File: src/rtl/bc_msg_timer_ctrl.sv
// MIL-1553 bus-controller message sequencer: intermessage gap, encoder start, response timeout, retry.
// Define MSG_TIMER_RETRY_EN to enable retransmission after a response timeout.
module bc_msg_timer_ctrl #(
    parameter int GAP_CYCLES          = 200,
    parameter int RESP_TIMEOUT_CYCLES = 700,
    parameter int MAX_RETRIES         = 1,
    localparam int RW = (MAX_RETRIES > 0) ? $clog2(MAX_RETRIES + 1) : 1
) (
    input  logic          i_clk,
    input  logic          i_rst_n,
    input  logic          i_msg_valid,
    output logic          o_msg_ready,
    input  logic          i_expect_resp,
    input  logic          i_tx_done,
    input  logic          i_rx_sync,
    input  logic          i_rx_done,
    input  logic          i_abort,
    output logic          o_tx_go,
    output logic          o_busy,
    output logic          o_msg_done,
    output logic          o_timeout,
    output logic [RW-1:0] o_retry_count
);

    localparam int GW = $clog2(GAP_CYCLES + 1);
    localparam int TW = $clog2(RESP_TIMEOUT_CYCLES + 1);
    // Counters are loaded with N-1 so the state lasts exactly N cycles, ending when they hit 0.
    localparam logic [GW-1:0] GAP_LOAD = GW'(GAP_CYCLES - 1);
    localparam logic [TW-1:0] TMO_LOAD = TW'(RESP_TIMEOUT_CYCLES - 1);

    typedef enum logic [2:0] {
        IDLE,
        GAP,
        TX,
        WAIT_RESP,
        RESP
    } state_t;

    state_t        state_q, state_d;
    logic [GW-1:0] gap_q, gap_d;
    logic [TW-1:0] tmo_q, tmo_d;
    logic          expect_q, expect_d;
    logic          tx_go_d, msg_done_d, timeout_d;
    logic          retry_ok;

`ifdef MSG_TIMER_RETRY_EN
    logic [RW-1:0] retry_q, retry_d;
    assign retry_ok      = (retry_q < RW'(MAX_RETRIES));
    assign o_retry_count = retry_q;
`else
    assign retry_ok      = 1'b0;
    assign o_retry_count = '0;
`endif

    assign o_msg_ready = (state_q == IDLE);
    assign o_busy      = (state_q != IDLE);

    // NOTE: every variable gets a default before the case so no path leaves one unassigned (no latches).
    always_comb begin
        state_d    = state_q;
        gap_d      = gap_q;
        tmo_d      = tmo_q;
        expect_d   = expect_q;
        tx_go_d    = 1'b0;
        msg_done_d = 1'b0;
        timeout_d  = 1'b0;
`ifdef MSG_TIMER_RETRY_EN
        retry_d    = retry_q;
`endif
        case (state_q)
            IDLE: begin
                if (i_msg_valid) begin
                    state_d  = GAP;
                    expect_d = i_expect_resp;
                    gap_d    = GAP_LOAD;
`ifdef MSG_TIMER_RETRY_EN
                    retry_d  = '0;
`endif
                end
            end
            GAP: begin
                if (gap_q == '0) begin
                    state_d = TX;
                    tx_go_d = 1'b1;
                end else begin
                    gap_d = gap_q - 1'b1;
                end
            end
            TX: begin
                if (i_tx_done) begin
                    if (expect_q) begin
                        state_d = WAIT_RESP;
                        tmo_d   = TMO_LOAD;
                    end else begin
                        state_d    = IDLE;
                        msg_done_d = 1'b1;
                    end
                end
            end
            WAIT_RESP: begin
                // A sync on the last window cycle wins over the expiry.
                if (i_rx_sync) begin
                    state_d = RESP;
                    tmo_d   = '0;
                end else if (tmo_q == '0) begin
                    if (retry_ok) begin
                        state_d = GAP;
                        gap_d   = GAP_LOAD;
`ifdef MSG_TIMER_RETRY_EN
                        retry_d = retry_q + 1'b1;
`endif
                    end else begin
                        state_d   = IDLE;
                        timeout_d = 1'b1;
                    end
                end else begin
                    tmo_d = tmo_q - 1'b1;
                end
            end
            RESP: begin
                if (i_rx_done) begin
                    state_d    = IDLE;
                    msg_done_d = 1'b1;
                end
            end
            default: state_d = IDLE;
        endcase

        if (i_abort && (state_q != IDLE)) begin
            state_d    = IDLE;
            gap_d      = '0;
            tmo_d      = '0;
            tx_go_d    = 1'b0;
            msg_done_d = 1'b0;
            timeout_d  = 1'b0;
`ifdef MSG_TIMER_RETRY_EN
            retry_d    = retry_q;
`endif
        end
    end

    // NOTE: sequential state uses non-blocking assignments so all registers update from pre-edge values.
    always_ff @(posedge i_clk or negedge i_rst_n) begin
        if (!i_rst_n) begin
            state_q    <= IDLE;
            gap_q      <= '0;
            tmo_q      <= '0;
            expect_q   <= 1'b0;
            o_tx_go    <= 1'b0;
            o_msg_done <= 1'b0;
            o_timeout  <= 1'b0;
`ifdef MSG_TIMER_RETRY_EN
            retry_q    <= '0;
`endif
        end else begin
            state_q    <= state_d;
            gap_q      <= gap_d;
            tmo_q      <= tmo_d;
            expect_q   <= expect_d;
            o_tx_go    <= tx_go_d;
            o_msg_done <= msg_done_d;
            o_timeout  <= timeout_d;
`ifdef MSG_TIMER_RETRY_EN
            retry_q    <= retry_d;
`endif
        end
    end

endmodule

File: config.mk
export PLATFORM = sky130hd
export DESIGN_NAME = bc_msg_timer_ctrl
export DESIGN_NICKNAME = d
export VERILOG_FILES = /design/src/rtl/bc_msg_timer_ctrl.sv
export SDC_FILE = /design/constraint.sdc
export NUM_CORES = 1
export LEC_CHECK = 0
export CAP_MARGIN = 30
export CORE_MARGIN = 2
export CORE_UTILIZATION = 60
export CTS_BUF_LIST = sky130_fd_sc_hd__clkbuf_8
export DETAILED_ROUTE_END_ITERATION = 7
export GPL_ROUTABILITY_DRIVEN = 0
export GPL_TIMING_DRIVEN = 0
export HOLD_SLACK_MARGIN = 0.03
export PLACE_DENSITY = 0.84
export SLEW_MARGIN = 40
export SYNTH_ARGS = -nofsm -noshare
export SYNTH_HDL_FRONTEND = slang
export SYNTH_SLANG_ARGS = --single-unit
File: constraint.sdc
create_clock -name i_clk -period 3.2 [get_ports i_clk]
set_clock_uncertainty 0.2 [all_clocks]
set_input_delay 0.48 -clock i_clk [delete_from_list [all_inputs] [get_ports i_clk]]
set_output_delay 0.48 -clock i_clk [all_outputs]
set_load 0.005 [all_outputs]
### M3 wires, run 1

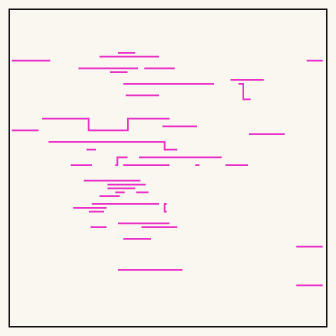
- wire length on this layer: 261 µm
- main direction: horizontal
- share of all routed wire: 7.4%
routing usage on met3: 4.22%
routed wire length: 3540 µm
count of vias placed by the detailed router: 1,457

### Placement view, run 1

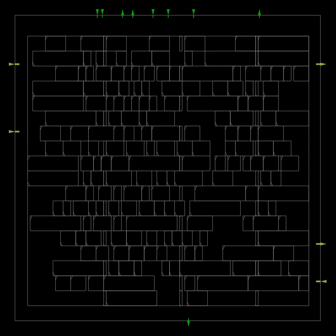
core area: 2500 µm²
final cell utilization of the core: 71.7%
share of cell area taken by flip-flops and latches: 34.9%
fill cell count: 184
flop count: 25

==> GITHUB_STEP_SUMMARY, run 1 <==
## Synthesis and layout report

| Metric | Value |
|---|---|
| Fraction of registers with async set or reset after synthesis | `100%` |
| Ratio of cells with drive above 1 in the final layout | `13.6%` |
| Setup repair after global routing missed its margin | `false` |
| Share of final layout cell area taken by clock buffers and inverters | `2.58%` |
| Worst Setup Slack, final | `0.629 ns` |
| Worst endpoint required time | `3.15 ns` |
| Global-route total usage across every layer | `22.8%` |
| Count of endpoints failing setup in the final report | `0` |
| Number of hold buffers added after cts | `1` |
| Max-Cap Viols | `0` |
| Hold Worst Slack | `0.227 ns` |
| Post-place setup slack | `0.718 ns` |
| Max_slew headroom | `51.1%` |
| Register Area | `626 µm²` |
| Total length of routed met2 wires | `1710 µm` |
| Bufs w/o clock | `22` |
| Fraction of the yosys area taken by sequential cells | `39.4%` |
| Final Hold Violating Endpoints | `0` |
| Clock tree from TritonCTS | `built` |
| Post-Syn Area per Cell | `9.08 µm²` |
| Number of logic inverters in the finished layout | `9` |
| Group with the largest share of power | `combinational logic` |
| Post-layout period usage of the worst path | `80.4%` |
| Met1 track demand over resource in global routing | `29.9%` |
| Combinational gates | `131` |
| Number of warnings issued by yosys | `0` |
| Total count of max-transition violations in the final report | `0` |
| Number of buffers created by CTS | `3` |
| FP Rows | `18` |
| Number of standard cells in the final layout excluding fillers | `221` |
| Achievable Freq | `389 MHz` |
| Number of top-level design ports | `14` |
| Flip-flop count of the largest register, all copies and words added | `10` |
| Most instantiated logic cell after routing | `sky130_fd_sc_hd__dfrtp_1` |
| Die X | `55.5 µm` |
| Number of cell instances after yosys synthesis | `175` |
| Slew at the pin closest to its max-slew limit | `0.732 ns` |
| Run status | `finished, final reports clean` |
| Input/output buffers | `11` |
| Register with the most flip-flops | `tmo_q` |
| Number of gates resized after CTS | `0` |
| DR WL met3 | `260 µm` |
### Clock distribution, run 1

Scale bar: 20 µm.
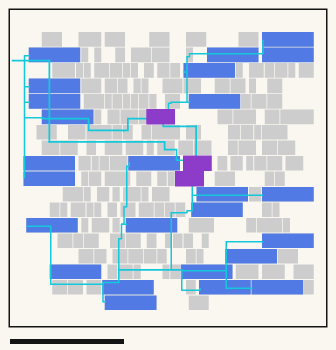
- blue: flip-flops (count 25)
- cyan: clock wires (length 290 µm)
- purple: clock drivers (count 3)
- routed clock nets: 4
clock share of power: 12.1%
P_clk: 0.000183 W
worst skew pair latency: 0.27 ns

-- run 1: path summary, 6_finish.rpt --
path | from | to | slack (ns) | depth (start not counted)
setup / recovery | tmo_q[0]$_DFFE_PN0P_ | tmo_q[5]$_DFFE_PN0P_ | 0.63 | 8
hold / removal | i_abort | state_q[2]$_DFFE_PN0P_ | 0.23 | 2
setup reg to reg | tmo_q[0]$_DFFE_PN0P_ | tmo_q[5]$_DFFE_PN0P_ | 0.63 | 8
hold reg to reg | gap_q[7]$_DFFE_PN0P_ | gap_q[7]$_DFFE_PN0P_ | 0.36 | 1
max in group asynchronous | i_rst_n | state_q[2]$_DFFE_PN0P_ | 1.90 | 2
min in group asynchronous | i_rst_n | gap_q[0]$_DFFE_PN0P_ | 0.52 | 2
### Cell area per tile, run 1

11 x 11 tiles, from white (low) to dark blue (high), 0 to 100% covered.
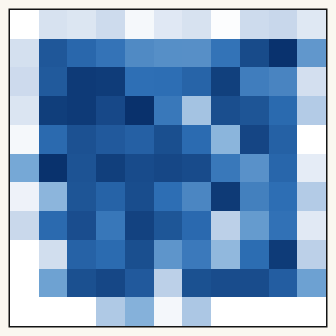

==> run 1 -> run 2 <==
Settings changed: CORE_UTILIZATION 60 to 54, PLACE_DENSITY 0.84 to 0.8.
Clock period 3.2 ns to 2.1 ns, I/O delays scaled along.
### Cell area per tile, run 2

12 x 12 tiles, from white (low) to dark blue (high), 0 to 100% covered.
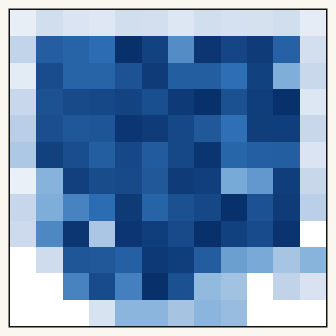
- fullest tile: 100%
- densest ninth of the die: middle
- mean over tiles: 62%
core area: 2780 µm²
floorplan core density: 57.1%
final cell utilization of the core: 76.4%

### Signal wires by layer, run 2

Scale bar: 20 µm.
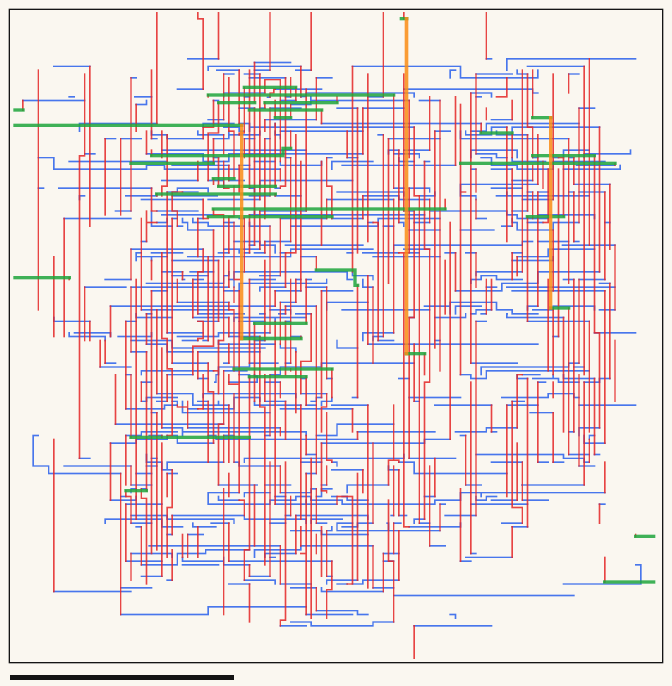
- blue: metal 1 (wire length 1,840 µm)
- red: metal 2 (wire length 2,230 µm)
- green: metal 3 (wire length 212 µm)
- orange: metal 4 (wire length 66.0 µm)
routed wire length: 4350 µm
global-route total usage across every layer: 25.8%

==> GITHUB_STEP_SUMMARY, run 2 <==
## Synthesis and layout report

| Metric | Value |
|---|---|
| Depth of the worst hold-timing path | `2` |
| P_clk | `0.000285 W` |
| Group with the largest share of power | `combinational logic` |
| Clock share of power | `10.2%` |
| Worst R2R Path Depth | `6` |
| FF-to-FF Start | `state_q[1]$_DFFE_PN0P_` |
| Achievable Freq | `480 MHz` |
| FP Rows | `19` |
| Post-Syn Area per Cell | `9.08 µm²` |
| Setup repair after global routing missed its margin | `true` |
| Worst setup path end | `gap_q[7]$_DFFE_PN0P_` |
| Register Area | `628 µm²` |
| Number of top-level design ports | `14` |
| Fill cell count | `169` |
| Number of standard cells in the final layout excluding fillers | `244` |
| Flip-flop count of the largest register, all copies and words added | `10` |
| Hold Worst Slack | `0.0860 ns` |
| Register with the most flip-flops | `tmo_q` |
| CP startpoint | `state_q[1]$_DFFE_PN0P_` |
| Worst Setup Slack, final | `0.0146 ns` |
| Die X | `58.2 µm` |
| Top cell area share | `39.4%` |
| Worst Hold Class | `input port to flip-flop` |
| Post-place setup slack | `-0.314 ns` |
| Hold path endpoint | `state_q[2]$_DFFE_PN0P_` |
| Clock tree from TritonCTS | `built` |
| End of the worst register-to-register path | `gap_q[7]$_DFFE_PN0P_` |
| Max-Cap Viols | `0` |
| Number of buffers created by CTS | `3` |
| Input/output buffers | `11` |
| Clock-pin slew on the worst setup and hold paths | `0.09 ns` |
| Fraction of registers with async set or reset after synthesis | `100%` |
| Count of endpoints failing setup in the final report | `0` |
| Power per Cell Area | `1310 nW/µm²` |
| Ratio of cells with drive above 1 in the final layout | `31.5%` |
| Worst skew pair latency | `0.26 ns` |
| Startpoint of the lowest-slack hold path | `i_abort` |
| Logic depth of the worst setup path including buffers | `6` |
| Worst endpoint required time | `2.06 ns` |
| Run status | `finished, final reports clean` |
| Fraction of the yosys area taken by sequential cells | `39.4%` |
| Post-layout period usage of the worst path | `99.3%` |
| Max_slew headroom | `57.0%` |
| Number of placed cells counting well taps | `217` |
| Count of vias placed by the detailed router | `1,553` |
| Number of warnings issued by yosys | `0` |
| Number of cell instances after yosys synthesis | `175` |
| Slew at the pin closest to its max-slew limit | `0.640 ns` |
| Most instantiated logic cell after routing | `sky130_fd_sc_hd__dfrtp_1` |
| Flop2flop setup slack | `0.01 ns` |
[run 2: cell counts after synthesis]
No cell type changed its count.
[run 2: timing repair]
item | CTS | global route
hold buffers | 1 | 0
pin swaps | 1 | 6
setup buffers | 13 | 9
endpoints found under the setup margin | 15 | 18
hold endpoints to repair | 25 | 0
resized | 17 | 27
[run 2: layer usage]
layer	wire length, µm	global-route usage, %	part of all wire, %
met3	211	2.90	4.9
met2	2230	43.5	51
met4	65	6.31	1.5
met5	0	0	0
met1	1840	35.6	42
[run 2: layout make-up]
| cell class | count | area share [%] |
|---|---|---|
| clock buffer | 3 | 1.94 |
| multi-input combinational | 131 | 46.7 |
| buffer | 10 | 4.42 |
| tap | 31 | 1.83 |
| sequential | 25 | 29.6 |
| timing repair buffer | 34 | 13.7 |
| clock inverter | 1 | 0.177 |
| inverter | 9 | 1.71 |
No activity file was given, so power comes from the tool's default toggle rates.
